File: src/rtl/pipeline_ctrl_pkg.sv
// ----------------------------------------------------------------------------
// pipeline_ctrl_pkg
//   Shared constants for the 5-stage MIPS control pipeline.
//   - CTRL_BUNDLE_W and the bit positions inside the control bundle, packed as
//     {RegWr,RegDst,ExtOp,ALUSrc,ALUctr[2:0],Branch,Jump,MemWr,MemtoReg}
//   - forwarding-select encodings for the ALU operand muxes
//   - src_hazard(): true when a producer stage writes a register that the
//     ID instruction reads
// ----------------------------------------------------------------------------
package pipeline_ctrl_pkg;

    localparam int CTRL_BUNDLE_W = 11;

    localparam int CTRL_REGWR     = 10;
    localparam int CTRL_REGDST    = 9;
    localparam int CTRL_EXTOP     = 8;
    localparam int CTRL_ALUSRC    = 7;
    localparam int CTRL_ALUCTR_HI = 6;
    localparam int CTRL_ALUCTR_LO = 4;
    localparam int CTRL_BRANCH    = 3;
    localparam int CTRL_JUMP      = 2;
    localparam int CTRL_MEMWR     = 1;
    localparam int CTRL_MEMTOREG  = 0;

    localparam logic [1:0] FWD_RF  = 2'b00;
    localparam logic [1:0] FWD_MEM = 2'b01;
    localparam logic [1:0] FWD_WB  = 2'b10;

    // A producer conflicts with ID when it really writes a non-zero register
    // that ID reads as rs, or as rt when ID actually uses rt.
    function automatic logic src_hazard(
        input logic valid,
        input logic regwr,
        input logic dst_nz,
        input logic hit_rs,
        input logic hit_rt,
        input logic uses_rt
    );
        return valid & regwr & dst_nz & (hit_rs | (uses_rt & hit_rt));
    endfunction

endpackage

File: src/rtl/pipeline_ctrl_hazard_unit.sv
// ----------------------------------------------------------------------------
// pipeline_ctrl_hazard_unit (hazard unit of pipeline_ctrl), purely combinational.
//   Build option: `define PIPE_FORWARD_EN enables EX operand forwarding; then
//   only load-use stalls. Without it every EX/MEM producer hazard stalls and
//   the forwarding selects are tied to the register file.
// Ports
//   id_*        ID instruction fields (valid, type bits, rs, rt)
//   ex_*        EX stage valid, RegWr/Branch (MemtoReg, rs, rt with forwarding), dst
//   mem_*       MEM stage valid, RegWr, dst
//   wb_*        WB stage valid, RegWr, dst (forwarding build only)
//   ex_br_taken branch in EX resolved taken
//   stall       hold PC and IF/ID
//   flush_id    bubble into IF/ID
//   kill_ex     EX receives a bubble next cycle
//   fwd_a/fwd_b ALU operand selects
// ----------------------------------------------------------------------------
module pipeline_ctrl_hazard_unit
    import pipeline_ctrl_pkg::*;
#(
    parameter int REG_AW = 5
)(
    input  logic              id_valid,
    input  logic              id_rtype,
    input  logic              id_branch,
    input  logic              id_memwr,
    input  logic              id_jump,
    input  logic [REG_AW-1:0] id_rs,
    input  logic [REG_AW-1:0] id_rt,
    input  logic              ex_valid,
    input  logic              ex_regwr,
    input  logic              ex_branch,
    input  logic [REG_AW-1:0] ex_dst,
    input  logic              mem_valid,
    input  logic              mem_regwr,
    input  logic [REG_AW-1:0] mem_dst,
`ifdef PIPE_FORWARD_EN
    input  logic              ex_memtoreg,
    input  logic [REG_AW-1:0] ex_rs,
    input  logic [REG_AW-1:0] ex_rt,
    input  logic              wb_valid,
    input  logic              wb_regwr,
    input  logic [REG_AW-1:0] wb_dst,
`endif
    input  logic              ex_br_taken,
    output logic              stall,
    output logic              flush_id,
    output logic              kill_ex,
    output logic [1:0]        fwd_a,
    output logic [1:0]        fwd_b
);

    logic w_uses_rt;
    logic w_haz_ex;
    logic w_need_stall;
    logic w_branch;

`ifdef PIPE_FORWARD_EN
    // Stall decision: only a load in EX feeding ID must wait.
    always_comb begin
        w_uses_rt    = id_rtype | id_branch | id_memwr;
        w_haz_ex     = src_hazard(ex_valid, ex_regwr, ex_dst != {REG_AW{1'b0}},
                                  ex_dst == id_rs, ex_dst == id_rt, w_uses_rt);
        w_need_stall = id_valid & w_haz_ex & ex_memtoreg;
    end

    // Operand selects: the younger MEM result wins over WB.
    always_comb begin
        fwd_a = FWD_RF;
        fwd_b = FWD_RF;
        if (mem_valid && mem_regwr && (mem_dst != {REG_AW{1'b0}}) && (mem_dst == ex_rs)) begin
            fwd_a = FWD_MEM;
        end else if (wb_valid && wb_regwr && (wb_dst != {REG_AW{1'b0}}) && (wb_dst == ex_rs)) begin
            fwd_a = FWD_WB;
        end else begin
            fwd_a = FWD_RF;
        end
        if (mem_valid && mem_regwr && (mem_dst != {REG_AW{1'b0}}) && (mem_dst == ex_rt)) begin
            fwd_b = FWD_MEM;
        end else if (wb_valid && wb_regwr && (wb_dst != {REG_AW{1'b0}}) && (wb_dst == ex_rt)) begin
            fwd_b = FWD_WB;
        end else begin
            fwd_b = FWD_RF;
        end
    end
`else
    logic w_haz_mem;

    // Stall decision: any EX or MEM producer blocks ID until it reaches WB;
    // WB is safe because the register file writes before it reads.
    always_comb begin
        w_uses_rt    = id_rtype | id_branch | id_memwr;
        w_haz_ex     = src_hazard(ex_valid, ex_regwr, ex_dst != {REG_AW{1'b0}},
                                  ex_dst == id_rs, ex_dst == id_rt, w_uses_rt);
        w_haz_mem    = src_hazard(mem_valid, mem_regwr, mem_dst != {REG_AW{1'b0}},
                                  mem_dst == id_rs, mem_dst == id_rt, w_uses_rt);
        w_need_stall = id_valid & (w_haz_ex | w_haz_mem);
    end

    // Operand selects: always the register file.
    always_comb begin
        fwd_a = FWD_RF;
        fwd_b = FWD_RF;
    end
`endif

    // Priority resolution: taken branch > stall > jump.
    always_comb begin
        w_branch = ex_br_taken & ex_valid & ex_branch;
        stall    = w_need_stall & ~w_branch;
        flush_id = w_branch | (id_valid & id_jump & ~w_need_stall);
        kill_ex  = w_branch | w_need_stall;
    end

endmodule

File: src/rtl/pipeline_ctrl.sv
// ----------------------------------------------------------------------------
// pipeline_ctrl
//   Control pipeline of the 5-stage MIPS core. Carries the decoded control
//   bundle, destination register and valid through ID/EX, EX/MEM and MEM/WB,
//   and drives stall/flush/forwarding selects via the hazard unit.
//   Build option: `define PIPE_FORWARD_EN selects the forwarding variant.
// Ports
//   clk, rst               clock; asynchronous active-high reset
//   run                    global enable, 0 freezes every register
//   id_valid/id_ctrl/id_rtype/id_rs/id_rt/id_rd  ID instruction
//   ex_br_taken            branch in EX resolved taken
//   stall_if, stall_id     hold PC / IF/ID
//   flush_id               bubble into IF/ID
//   ex_/mem_/wb_ valid, ctrl, dst ; ex_rs, ex_rt   stage state
//   fwd_a, fwd_b           ALU operand selects
//   stall_cnt, flush_cnt   saturating event counters
// ----------------------------------------------------------------------------
module pipeline_ctrl
    import pipeline_ctrl_pkg::*;
#(
    parameter int REG_AW = 5,
    parameter int CTRL_W = CTRL_BUNDLE_W,
    parameter int CNT_W  = 16
)(
    input  logic              clk,
    input  logic              rst,
    input  logic              run,
    input  logic              id_valid,
    input  logic [CTRL_W-1:0] id_ctrl,
    input  logic              id_rtype,
    input  logic [REG_AW-1:0] id_rs,
    input  logic [REG_AW-1:0] id_rt,
    input  logic [REG_AW-1:0] id_rd,
    input  logic              ex_br_taken,
    output logic              stall_if,
    output logic              stall_id,
    output logic              flush_id,
    output logic              ex_valid,
    output logic              mem_valid,
    output logic              wb_valid,
    output logic [CTRL_W-1:0] ex_ctrl,
    output logic [CTRL_W-1:0] mem_ctrl,
    output logic [CTRL_W-1:0] wb_ctrl,
    output logic [REG_AW-1:0] ex_rs,
    output logic [REG_AW-1:0] ex_rt,
    output logic [REG_AW-1:0] ex_dst,
    output logic [REG_AW-1:0] mem_dst,
    output logic [REG_AW-1:0] wb_dst,
    output logic [1:0]        fwd_a,
    output logic [1:0]        fwd_b,
    output logic [CNT_W-1:0]  stall_cnt,
    output logic [CNT_W-1:0]  flush_cnt
);

    logic              r_ex_valid, r_mem_valid, r_wb_valid;
    logic [CTRL_W-1:0] r_ex_ctrl, r_mem_ctrl, r_wb_ctrl;
    logic [REG_AW-1:0] r_ex_rs, r_ex_rt;
    logic [REG_AW-1:0] r_ex_dst, r_mem_dst, r_wb_dst;
    logic [CNT_W-1:0]  r_stall_cnt, r_flush_cnt;

    logic [REG_AW-1:0] w_id_dst;
    logic [CTRL_W-1:0] w_id_ctrl;
    logic              w_stall, w_flush, w_kill_ex;
    logic [1:0]        w_fwd_a, w_fwd_b;

    // ID destination select; a write to $0 is dropped by clearing RegWr here
    // so no later stage ever treats it as a producer.
    always_comb begin
        w_id_dst  = id_ctrl[CTRL_REGDST] ? id_rd : id_rt;
        w_id_ctrl = id_ctrl;
        if (w_id_dst == {REG_AW{1'b0}}) begin
            w_id_ctrl[CTRL_REGWR] = 1'b0;
        end else begin
            w_id_ctrl[CTRL_REGWR] = id_ctrl[CTRL_REGWR];
        end
    end

    pipeline_ctrl_hazard_unit #(
        .REG_AW(REG_AW)
    ) u_hazard_unit (
        .id_valid   (id_valid),
        .id_rtype   (id_rtype),
        .id_branch  (id_ctrl[CTRL_BRANCH]),
        .id_memwr   (id_ctrl[CTRL_MEMWR]),
        .id_jump    (id_ctrl[CTRL_JUMP]),
        .id_rs      (id_rs),
        .id_rt      (id_rt),
        .ex_valid   (r_ex_valid),
        .ex_regwr   (r_ex_ctrl[CTRL_REGWR]),
        .ex_branch  (r_ex_ctrl[CTRL_BRANCH]),
        .ex_dst     (r_ex_dst),
        .mem_valid  (r_mem_valid),
        .mem_regwr  (r_mem_ctrl[CTRL_REGWR]),
        .mem_dst    (r_mem_dst),
`ifdef PIPE_FORWARD_EN
        .ex_memtoreg(r_ex_ctrl[CTRL_MEMTOREG]),
        .ex_rs      (r_ex_rs),
        .ex_rt      (r_ex_rt),
        .wb_valid   (r_wb_valid),
        .wb_regwr   (r_wb_ctrl[CTRL_REGWR]),
        .wb_dst     (r_wb_dst),
`endif
        .ex_br_taken(ex_br_taken),
        .stall      (w_stall),
        .flush_id   (w_flush),
        .kill_ex    (w_kill_ex),
        .fwd_a      (w_fwd_a),
        .fwd_b      (w_fwd_b)
    );

    // Stage registers: ID->EX takes a bubble on stall or taken branch;
    // EX->MEM and MEM->WB always advance while run is high.
    always_ff @(posedge clk or posedge rst) begin
        if (rst) begin
            r_ex_valid  <= 1'b0;
            r_ex_ctrl   <= {CTRL_W{1'b0}};
            r_ex_rs     <= {REG_AW{1'b0}};
            r_ex_rt     <= {REG_AW{1'b0}};
            r_ex_dst    <= {REG_AW{1'b0}};
            r_mem_valid <= 1'b0;
            r_mem_ctrl  <= {CTRL_W{1'b0}};
            r_mem_dst   <= {REG_AW{1'b0}};
            r_wb_valid  <= 1'b0;
            r_wb_ctrl   <= {CTRL_W{1'b0}};
            r_wb_dst    <= {REG_AW{1'b0}};
        end else if (run) begin
            if (id_valid && !w_kill_ex) begin
                r_ex_valid <= 1'b1;
                r_ex_ctrl  <= w_id_ctrl;
                r_ex_rs    <= id_rs;
                r_ex_rt    <= id_rt;
                r_ex_dst   <= w_id_dst;
            end else begin
                r_ex_valid <= 1'b0;
                r_ex_ctrl  <= {CTRL_W{1'b0}};
                r_ex_rs    <= {REG_AW{1'b0}};
                r_ex_rt    <= {REG_AW{1'b0}};
                r_ex_dst   <= {REG_AW{1'b0}};
            end
            r_mem_valid <= r_ex_valid;
            r_mem_ctrl  <= r_ex_ctrl;
            r_mem_dst   <= r_ex_dst;
            r_wb_valid  <= r_mem_valid;
            r_wb_ctrl   <= r_mem_ctrl;
            r_wb_dst    <= r_mem_dst;
        end else begin
            r_ex_valid  <= r_ex_valid;
            r_mem_valid <= r_mem_valid;
            r_wb_valid  <= r_wb_valid;
        end
    end

    // Saturating stall/flush counters, counting only while run is high.
    always_ff @(posedge clk or posedge rst) begin
        if (rst) begin
            r_stall_cnt <= {CNT_W{1'b0}};
            r_flush_cnt <= {CNT_W{1'b0}};
        end else if (run) begin
            if (w_stall && (r_stall_cnt != {CNT_W{1'b1}})) begin
                r_stall_cnt <= r_stall_cnt + CNT_W'(1);
            end else begin
                r_stall_cnt <= r_stall_cnt;
            end
            if (w_flush && (r_flush_cnt != {CNT_W{1'b1}})) begin
                r_flush_cnt <= r_flush_cnt + CNT_W'(1);
            end else begin
                r_flush_cnt <= r_flush_cnt;
            end
        end else begin
            r_stall_cnt <= r_stall_cnt;
            r_flush_cnt <= r_flush_cnt;
        end
    end

    assign stall_if  = w_stall;
    assign stall_id  = w_stall;
    assign flush_id  = w_flush;
    assign fwd_a     = w_fwd_a;
    assign fwd_b     = w_fwd_b;
    assign ex_valid  = r_ex_valid;
    assign mem_valid = r_mem_valid;
    assign wb_valid  = r_wb_valid;
    assign ex_ctrl   = r_ex_ctrl;
    assign mem_ctrl  = r_mem_ctrl;
    assign wb_ctrl   = r_wb_ctrl;
    assign ex_rs     = r_ex_rs;
    assign ex_rt     = r_ex_rt;
    assign ex_dst    = r_ex_dst;
    assign mem_dst   = r_mem_dst;
    assign wb_dst    = r_wb_dst;
    assign stall_cnt = r_stall_cnt;
    assign flush_cnt = r_flush_cnt;

endmodule

File: config.mk
export PLATFORM = sky130hd
export DESIGN_NAME = pipeline_ctrl
export DESIGN_NICKNAME = d
export VERILOG_FILES = /design/src/rtl/pipeline_ctrl_pkg.sv /design/src/rtl/pipeline_ctrl_hazard_unit.sv /design/src/rtl/pipeline_ctrl.sv
export SDC_FILE = /design/constraint.sdc
export NUM_CORES = 1
export LEC_CHECK = 0
export ABC_AREA = 1
export CAP_MARGIN = 40
export CORE_ASPECT_RATIO = 0.8
export CORE_MARGIN = 3
export CORE_UTILIZATION = 48
export DETAILED_ROUTE_END_ITERATION = 6
export GPL_ROUTABILITY_DRIVEN = 0
export PLACE_DENSITY = 0.8
export SETUP_SLACK_MARGIN = 0.02
export SLEW_MARGIN = 20
export SYNTH_ARGS = -nofsm -noshare
export SYNTH_HDL_FRONTEND = slang
export SYNTH_SLANG_ARGS = --single-unit
File: constraint.sdc
create_clock -name clk -period 3.7 [get_ports clk]
set_input_delay 0.74 -clock clk [delete_from_list [all_inputs] [get_ports clk]]
set_output_delay 0.74 -clock clk [all_outputs]
set_load 0.02 [all_outputs]
Figure 1. Gate-type map (run 1).
Drawn at 2 px/µm.
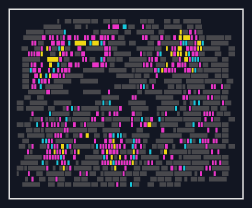
magenta -> NAND gates  # cells 268, most used nand2_1, where widely spread
yellow -> NOR gates  # cells 43, most used nor2_1
cyan -> inverters  # cells 59, most used inv_1, where widely spread

Figure 2. Routing congestion map (run 1).
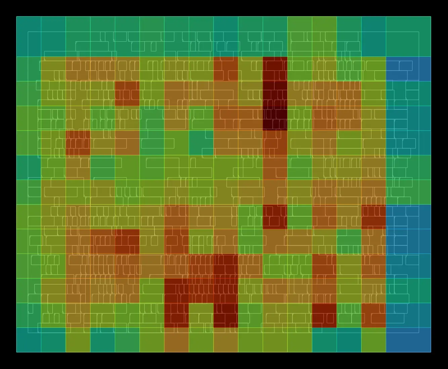
met1 track utilization from global routing: 0.327
met2 usage in global routing: 0.386
Util after Layout: 0.683

Figure 3. A small window of the routed layout (run 1).
Region (46, 16) to (71, 41) µm. Cells in gray, sequential cells in the stronger gray; small squares are vias.
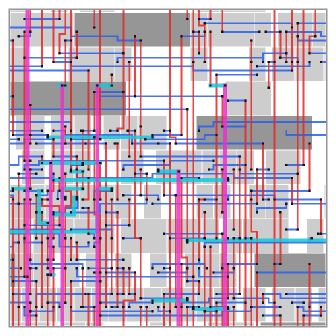
magenta -> metal 4
cyan -> metal 3
red -> metal 2
blue -> metal 1
cells with their middle in the window = 81
netlist names of flops here include = ex_dst (2)
sequential cells in the window = 4
most frequent = nand2_1 (31), nand3_1 (10), inv_1 (9)

==> git commit body, run 1 <==
Refresh implementation metrics

- Synthesized area divided by synthesized cell count: 7.99 µm²
- Slew @ Worst Pin: roughly 0.54 ns
* Standard-cell rows: 31
- Clock tree from TritonCTS: yes
* Cell depth of the worst setup path: 12
- Boundary Pins: 132
- The layout summary lists the proportion of cells stronger than drive strength 1 as 0.0526.
- The flow ran to the end, and the final reports show no timing, DRC or antenna violations.
- In the final report, the number of endpoints failing setup comes to 0.
* Power density normalized to cell area: 449 mW/mm²
- Yosys stat area: 0.00465 mm²
- On the critical path the largest part of the delay comes from buffers and inverters.
- Count of non-filler cells in the finished layout: between 800 and 900
- The number of global-route vias before repair is approximately 4200.
* Post-synth seq share: 0.500
- HPWL after DPL: 9.10 mm
- Per STA, the library cell used most along the worst path is sky130_fd_sc_hd__nand2_1.
* Clock sinks: 93
* Vias per inst: 5.25
* Type of the tightest min-delay check: flop to flop
- In the final report, the number of hold violations comes to 0.
* Diodes inserted: 0
* Number of warning messages in the logs: 26
* Maximum root-to-sink buffer count: 2
* Max-slew violation count: 0
- In the layout the commonest cells are sky130_fd_sc_hd__nand2_1, sky130_fd_sc_hd__clkdlybuf4s50_1, sky130_fd_sc_hd__dfrtp_1.
- The layout stage reports a final design area of 0.00630 mm².
[run 1: logic make-up after synthesis]
kind of cell	after synthesis	synth area share
other cells	1	0.000806
flops	93	0.500
buf+inv	91	0.0885
fa+ha+maj	2	0.00538
compound gates	56	0.0616
simple gates	311	0.291
xor+xnor	28	0.0527
[run 1: final timing paths]
kind                               from           end
min reg2reg                  wb_ctrl[0]    wb_ctrl[0]
min                          wb_ctrl[0]    wb_ctrl[0]
max                            id_rs[3]      stall_id
min in group asynchronous           rst  flush_cnt[3]
max reg2reg                flush_cnt[0]  flush_cnt[2]
max in group asynchronous           rst    ex_ctrl[7]
[run 1: power by group]
part / switching (µW) / total, µW / internal, µW
Combinational: 337 / 597 / 260
Sequential: 86.8 / 1190 / 1110
Clock: 389 / 1040 / 651
Total: 813 / 2830 / 2020
[run 1: routing by layer]
metal,track usage,wire (µm),share of wire,vias up
met5,0,0,0,-
met4,0.0647,267,0.021,0
met3,0.0554,812,0.065,21
met2,0.386,5920,0.47,196
met1,0.327,5580,0.44,2003
li1,-,-,-,2078
[run 1: cell usage after synthesis (all sizes together)]
cell    instances
buf            21
ha              2
nor2           30
nand2         197
a21oi           2
nand3          52
inv            59
nor3           10
o41ai           1
nand4          19
o22ai           2
xnor2           8
xor2           20
clkbuf         11
o21ai          51
nor4            3
conb            1
dfrtp          93
[run 1: layout make-up]
cell class              count  area, µm²
fillers                   762       2930
flip-flops and latches     93       2330
multi-input cells         401       1920
repair buffers            135       1340
clock buffers              12        267
inverters                  59        224
well taps                 115        144
clock inverters             4       77.6
[run 1: tightest hold or removal path: cells and delay by family, from the launching register on]
kind             cells  cell delay, ns
and+or+nand+nor      2            0.10
DFF                  1            0.34
[run 1: state kept, by name (all words and copies together), names as in the netlist]
register / cells
ex_rt: 5
mem_dst: 5
ex_rs: 5
mem_valid: 1
ex_dst: 5
stall_cnt: 16
wb_valid: 1
flush_cnt: 16
ex_valid: 1
wb_ctrl: 11
mem_ctrl: 11
wb_dst: 5
ex_ctrl: 11
[run 1: through the flow]
| stage | setup WS [ns] | hold slack, ns | util |
|---|---|---|---|
| after floorplan | 0.540 | 0.495 | - |
| after global placement | 0.277 | 0.452 | 0.645 |
| after detailed placement | 0.219 | 0.463 | 0.645 |
| after CTS | 0.215 | 0.477 | 0.683 |
| after global routing | 0.0245 | 0.504 | 0.683 |
| final | 0.207 | 0.472 | 0.683 |
Figure 4. Where the registers sit (run 1).
Drawn at 2 px/µm. Other sequential cells in the stronger gray, the rest of the logic in the fainter gray.
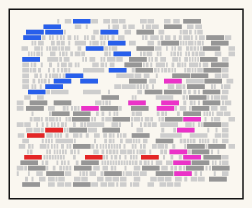

## Run 2: what changed since run 1
--- a/config.mk
+++ b/config.mk
@@ -11,7 +11,6 @@
 export CORE_MARGIN = 3
 export CORE_UTILIZATION = 48
 export DETAILED_ROUTE_END_ITERATION = 6
-export GPL_ROUTABILITY_DRIVEN = 0
 export PLACE_DENSITY = 0.8
 export SETUP_SLACK_MARGIN = 0.02
 export SLEW_MARGIN = 20
Figure 5. Where the registers sit (run 2).
Drawn at 2 px/µm. Other sequential cells in the stronger gray, the rest of the logic in the fainter gray.
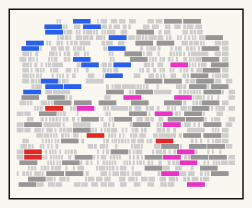
magenta -> ex_ctrl  # flops 11
red -> mem_dst  # flops 5
blue -> flush_cnt  # flops 16
not colored = 61
storage element area: 0.00233 mm²
sequential share of cell area: 0.373

Figure 6. I/O pins on the die edge (run 2).
Drawn at 4 px/µm. Pins as bars across the die edge, other pins in gray.
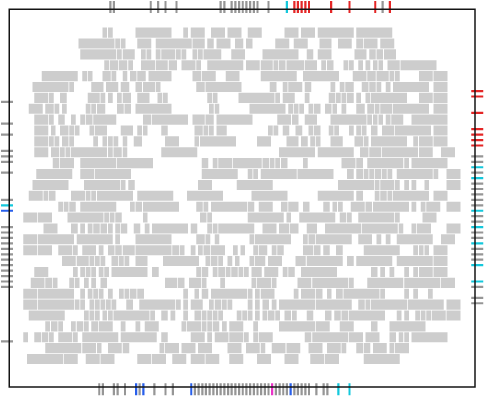
blue -> wb_dst  # pins 5, direction output, edge 4 bottom, 1 left
red -> stall_cnt  # pins 16, direction output, edge 9 top, 7 right
magenta -> stall_if  # pins 1, direction output, edge bottom
cyan -> mem_ctrl  # pins 11, direction output, edge 7 right, 2 bottom, 1 left, 1 top
overall die height: 94.1 µm
floorplan die width: 116 µm

Figure 7. Routing congestion map (run 2).
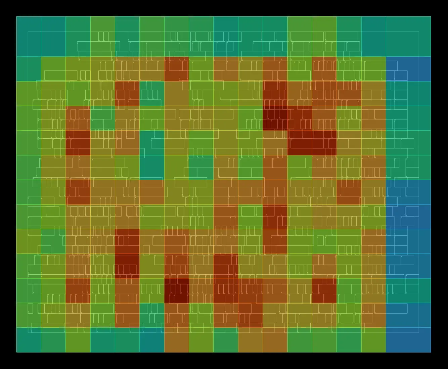
met2 usage in global routing: 0.381
Util after Layout: 0.675
met1 track utilization from global routing: 0.331
met3 layer usage reported by global route: 0.0567
busiest grt layer: met2

==> git commit body, run 2 <==
Refresh implementation metrics

- TritonCTS built the clock tree.
- The detailed-placement wirelength estimate is 8.92 mm (-1.9%).
* Max Cap Viol: 0
- The count of final setup violators was 0 (unchanged).
- The register share after synthesis was 0.500 (unchanged).
* Boundary Pins: 132 (unchanged)
* Max-slew violation count: 0 (unchanged)
- Post-route DRC: 0
- The count of final hold-check violations is 0 (unchanged).
- Power density normalized to cell area: 424 mW/mm² (-5.5%)
* Clock sinks: 93 (unchanged)
* Type of the tightest min-delay check: flop to flop
* Vias per inst: 5.25 (about the same)
- The non-filler instance count after layout is 819 (unchanged).
- The worst setup path is captured at an output port.
- The post-route cell area came to 0.00623 mm² (-1.1%).
- Number of hold-repair buffers added at the cts stage: 0
- Max IR drop VDD: 0.000396 V
- The yosys-reported design area after synthesis was 0.00465 mm² (unchanged).
- Slew @ Worst Pin: 0.624 ns (+0.0847 ns)
- The most common logic cell in the final layout is sky130_fd_sc_hd__nand2_1.
* Diodes inserted: 0 (unchanged)
- The layout cell share with drive strength beyond 1 came to 0.0526 (unchanged).
- The most common cell in the synthesized netlist is sky130_fd_sc_hd__nand2_1.
* Number of warning messages in the logs: 26 (unchanged)
* Result of the run: finished, final reports clean
* Via count of the first global-routing pass: 4140 (-1.3%)
* Standard-cell rows: 31 (unchanged)
* Crit start category: input pin
- Share of async-settable or async-resettable flops after synthesis: 1.00 (unchanged)
- Number of synthesized flops with an enable pin: 0 (unchanged)
* Maximum root-to-sink buffer count: 2 (unchanged)
- Dominant logic cell types in the final layout: sky130_fd_sc_hd__nand2_1, sky130_fd_sc_hd__clkdlybuf4s50_1, sky130_fd_sc_hd__dfrtp_1
- # Post-CTS Setup Buffers: 0
- The commonest register cell is sky130_fd_sc_hd__dfrtp_1.
- Most numerous cell types in the synthesized netlist: sky130_fd_sc_hd__nand2_1, sky130_fd_sc_hd__dfrtp_1, sky130_fd_sc_hd__inv_1
[run 2: kinds of logic (layout without fill, tap and decap cells)]
| family | count (synthesis) | in the layout | synth area share |
|---|---|---|---|
| and+or+nand+nor | 311 | 311 | 0.291 |
| adders and majority gates | 2 | 2 | 0.00538 |
| xor gates and xnor gates | 28 | 28 | 0.0527 |
| other | 1 | 4 | 0.000806 |
| buffers and inverters | 91 | 210 | 0.0885 |
| DFF | 93 | 93 | 0.500 |
| AOI/OAI and AO/OA | 56 | 56 | 0.0616 |
[run 2: critical path: stages]
cell and delay [ns]:
sky130_fd_sc_hd__clkdlybuf4s50_1 0.52, sky130_fd_sc_hd__inv_1 0.10, sky130_fd_sc_hd__nand2_1 0.07, sky130_fd_sc_hd__nand2_1 0.05, sky130_fd_sc_hd__nor2_1 0.16, sky130_fd_sc_hd__nand3_1 0.10, sky130_fd_sc_hd__nand2_1 0.07, sky130_fd_sc_hd__nand2_1 0.06
sky130_fd_sc_hd__nand2_1 0.09, sky130_fd_sc_hd__inv_2 0.04, sky130_fd_sc_hd__nor2_1 0.14, sky130_fd_sc_hd__clkdlybuf4s50_1 0.66
[run 2: through the flow]
stage,setup slack (ns),power (µW),hold slack (ns),util
after floorplan,0.540,1510,0.495,-
after global placement,0.251,1790,0.453,0.645
after detailed placement,0.222,1810,0.459,0.645
after CTS,0.180,2670,0.476,0.675
after global routing,0.0369,2780,0.495,0.675
final,0.156,2650,0.471,0.675
[run 2: routing by layer]
metal,part of all wire,up-vias,GRT usage
li1,-,2066,-
met1,0.45,2055,0.331
met2,0.48,166,0.381
met3,0.059,14,0.0567
met4,0.013,0,0.0628
met5,0,-,0
[run 2: final timing paths]
kind | from | end | slack [ns] | cells after the start
max | id_rt[4] | stall_id | 0.16 | 12
min | wb_ctrl[6] | wb_ctrl[6] | 0.47 | 2
max reg2reg | flush_cnt[0] | flush_cnt[8] | 1.43 | 9
min reg2reg | wb_ctrl[6] | wb_ctrl[6] | 0.47 | 2
max in group asynchronous | rst | ex_rt[1] | 2.25 | 3
min in group asynchronous | rst | flush_cnt[4] | 0.78 | 2
[run 2: cell type report]
cell class                 instances  area, µm²
tap                              115        144
sequential                        93       2330
timing repair buffer             135       1340
clock buffer                       9        225
clock inverter                     7       48.8
inverter                          59        224
fill                             774       3000
multi-input combinational        401       1920
[run 2: power by group]
group | switching (µW) | internal (µW) | leakage (µW)
registers | 86.8 | 1110 | 0.00122
clock network | 400 | 458 | 0.000136
logic | 333 | 260 | 0.00163
total | 821 | 1820 | 0.00299
## Run 3: what changed since run 2
--- a/config.mk
+++ b/config.mk
@@ -12,8 +12,7 @@
 export CORE_UTILIZATION = 48
 export DETAILED_ROUTE_END_ITERATION = 6
 export PLACE_DENSITY = 0.8
-export SETUP_SLACK_MARGIN = 0.02
-export SLEW_MARGIN = 20
+export SLEW_MARGIN = 30
 export SYNTH_ARGS = -nofsm -noshare
 export SYNTH_HDL_FRONTEND = slang
 export SYNTH_SLANG_ARGS = --single-unit
Figure 8. Gate-type map (run 3).
Drawn at 2 px/µm.
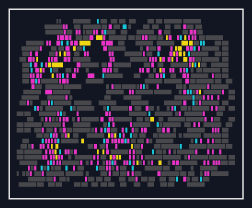
magenta -> NAND gates  # cells 268, most used nand2_1, where widely spread
yellow -> NOR gates  # cells 43, most used nor2_1
cyan -> inverters  # cells 59, most used inv_1, where widely spread

Figure 9. I/O pins on the die edge (run 3).
Drawn at 4 px/µm. Pins as bars across the die edge, other pins in gray.
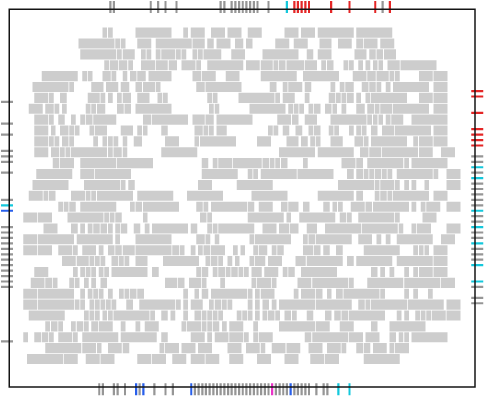
red -> stall_cnt  # pins 16, direction output, edge 9 top, 7 right
cyan -> mem_ctrl  # pins 11, direction output, edge 7 right, 2 bottom, 1 left, 1 top
magenta -> stall_if  # pins 1, direction output, edge bottom
blue -> wb_dst  # pins 5, direction output, edge 4 bottom, 1 left
# port buffers: 127

Figure 10. Where the registers sit (run 3).
Drawn at 2 px/µm. Other sequential cells in the stronger gray, the rest of the logic in the fainter gray.
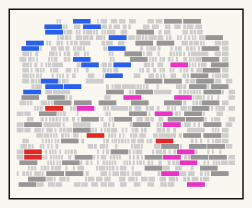
magenta -> ex_ctrl  # flops 11
red -> mem_dst  # flops 5
blue -> flush_cnt  # flops 16
not colored = 61

==> git commit body, run 3 <==
Refresh implementation metrics

- Result of the run: finished, final reports clean
* Leading cell type in the layout, fill and taps excluded: sky130_fd_sc_hd__nand2_1
- STA lists the startpoint of the worst hold path as wb_ctrl[6].
* Slew @ Worst Pin: 0.624 ns (unchanged)
- The non-filler instance count after layout is 819 (unchanged).
- Boundary Pins: 132 (unchanged)
- In the hold report, the worst path ends at wb_ctrl[6].
- TritonCTS built the clock tree.
- Post-synth seq share: 0.500 (unchanged)
* Cell area after layout: 0.00623 mm² (unchanged)
- Family with the most delay on the worst path: buffers and inverters
- # Post-CTS Setup Buffers: 0 (unchanged)
* Most frequent CP cell: sky130_fd_sc_hd__nand2_1
- Number of hold-repair buffers added at the cts stage: 0 (unchanged)
- Walking the worst path, the cells encountered are clkdlybuf4s50_1, inv_1, nand2_1, nand2_1, nor2_1, nand3_1, nand2_1, nand2_1, nand2_1, inv_2, nor2_1, clkdlybuf4s50_1.
- HPWL after DPL: 8.92 mm (unchanged)
* R2r startpoint: flush_cnt[0]
- Vias per inst: 5.25 (unchanged)
- The area of the multi-input gates was 0.00192 mm² (unchanged).
- In the layout the commonest cells are sky130_fd_sc_hd__nand2_1, sky130_fd_sc_hd__clkdlybuf4s50_1, sky130_fd_sc_hd__dfrtp_1.
* Max Cap Viol: 0 (unchanged)
- Flop pwr share: 0.451 (about the same)
* Power density normalized to cell area: 424 mW/mm² (unchanged)
- Logic gate share of total power: 0.224 (about the same)
- Post-route DRC: 0 (unchanged)
- Number of warning messages in the logs: 26 (unchanged)
- The horizontal extent of the die came to 116 µm (unchanged).
- Sw Share: 0.310 (unchanged)
* Top_reg_cell synth: sky130_fd_sc_hd__dfrtp_1
- The final number of max-transition violations was 0 (unchanged).
- The layout cell share with drive strength beyond 1 is 0.0526 (unchanged).
- Via count of the first global-routing pass: 4140 (unchanged)
* Critical path endpoint category: output port
* Finish-stage setup viols: 0 (unchanged)
* Crit start category: input pin
- Yosys stat area: 0.00465 mm² (unchanged)
- Standard-cell rows: 31 (unchanged)
* RR Endpoint: flush_cnt[8]
* Number of synthesized flops with an enable pin: 0 (unchanged)
* CP Buf/Inv Count: 4 (unchanged)
- Clock sinks: 93 (unchanged)
- The proportion of register bits with asynchronous set or reset after synthesis was 1.00 (unchanged).
- Storage element area: 0.00233 mm² (unchanged)
==> run 3: worst register-to-register path, cell delays in order (launching register included) <==
cell and delay, ns:
sky130_fd_sc_hd__dfrtp_1 0.43, sky130_fd_sc_hd__ha_1 0.24, sky130_fd_sc_hd__nand3_2 0.13, sky130_fd_sc_hd__nor3_4 0.19, sky130_fd_sc_hd__nand2_2 0.12, sky130_fd_sc_hd__nor3_4 0.18
sky130_fd_sc_hd__nand3_2 0.37, sky130_fd_sc_hd__nand3_2 0.37, sky130_fd_sc_hd__nand2_1 0.09, sky130_fd_sc_hd__nand2_1 0.07
==> run 3: cells by family (layout without fill, tap and decap cells) <==
kind of cell / after synthesis / after routing / synth area share
buffers and inverters: 91 / 210 / 0.0885
AND-OR/OR-AND: 56 / 56 / 0.0616
adder cells (fa/ha/maj): 2 / 2 / 0.00538
other: 1 / 4 / 0.000806
XOR/XNOR: 28 / 28 / 0.0527
AND/OR/NAND/NOR: 311 / 311 / 0.291
flip-flops: 93 / 93 / 0.500
==> run 3: power groups by stage <==
stage	combinational (µW)	sequential (µW)	clock (µW)
6_report	594	1190	858
3_3_place_gp	586	1210	0
2_1_floorplan	209	1300	0
3_5_place_dp	596	1210	0
4_1_cts	600	1190	875
5_1_grt	649	1210	923
==> run 3: cell type report <==
type	instances	share of cell area
timing repair buffer	135	0.215
clock inverter	7	0.00783
clock buffer	9	0.0361
multi-input combinational	401	0.309
sequential	93	0.373
tap	115	0.0231
inverter	59	0.0359
==> run 3: metal layers <==
metal / global-route usage / vias to the layer above / share of wire
met5: 0 / - / 0
met1: 0.331 / 2055 / 0.45
met4: 0.0628 / 0 / 0.013
li1: - / 2066 / -
met2: 0.381 / 166 / 0.48
met3: 0.0567 / 14 / 0.059
==> run 3: how the worst max path moves through the flow <==
stage	endpoint	slack, ns	cells past startpoint
floorplan	ex_ctrl[0]	0.54	1
global placement	stall_id	0.25	12
detailed placement	stall_id	0.22	12
CTS	stall_id	0.18	12
global route	stall_id	0.04	12
finish	stall_id	0.16	12
==> run 3: through the flow <==
step | hold WS (ns) | total power (µW) | setup WS, ns | util
2_1_floorplan | 0.495 | 1510 | 0.540 | -
4_1_cts | 0.476 | 2670 | 0.180 | 0.675
3_5_place_dp | 0.459 | 1810 | 0.222 | 0.645
3_3_place_gp | 0.453 | 1790 | 0.251 | 0.645
5_1_grt | 0.495 | 2780 | 0.0369 | 0.675
6_report | 0.471 | 2650 | 0.156 | 0.675
Power and IR drop assume default switching activity.
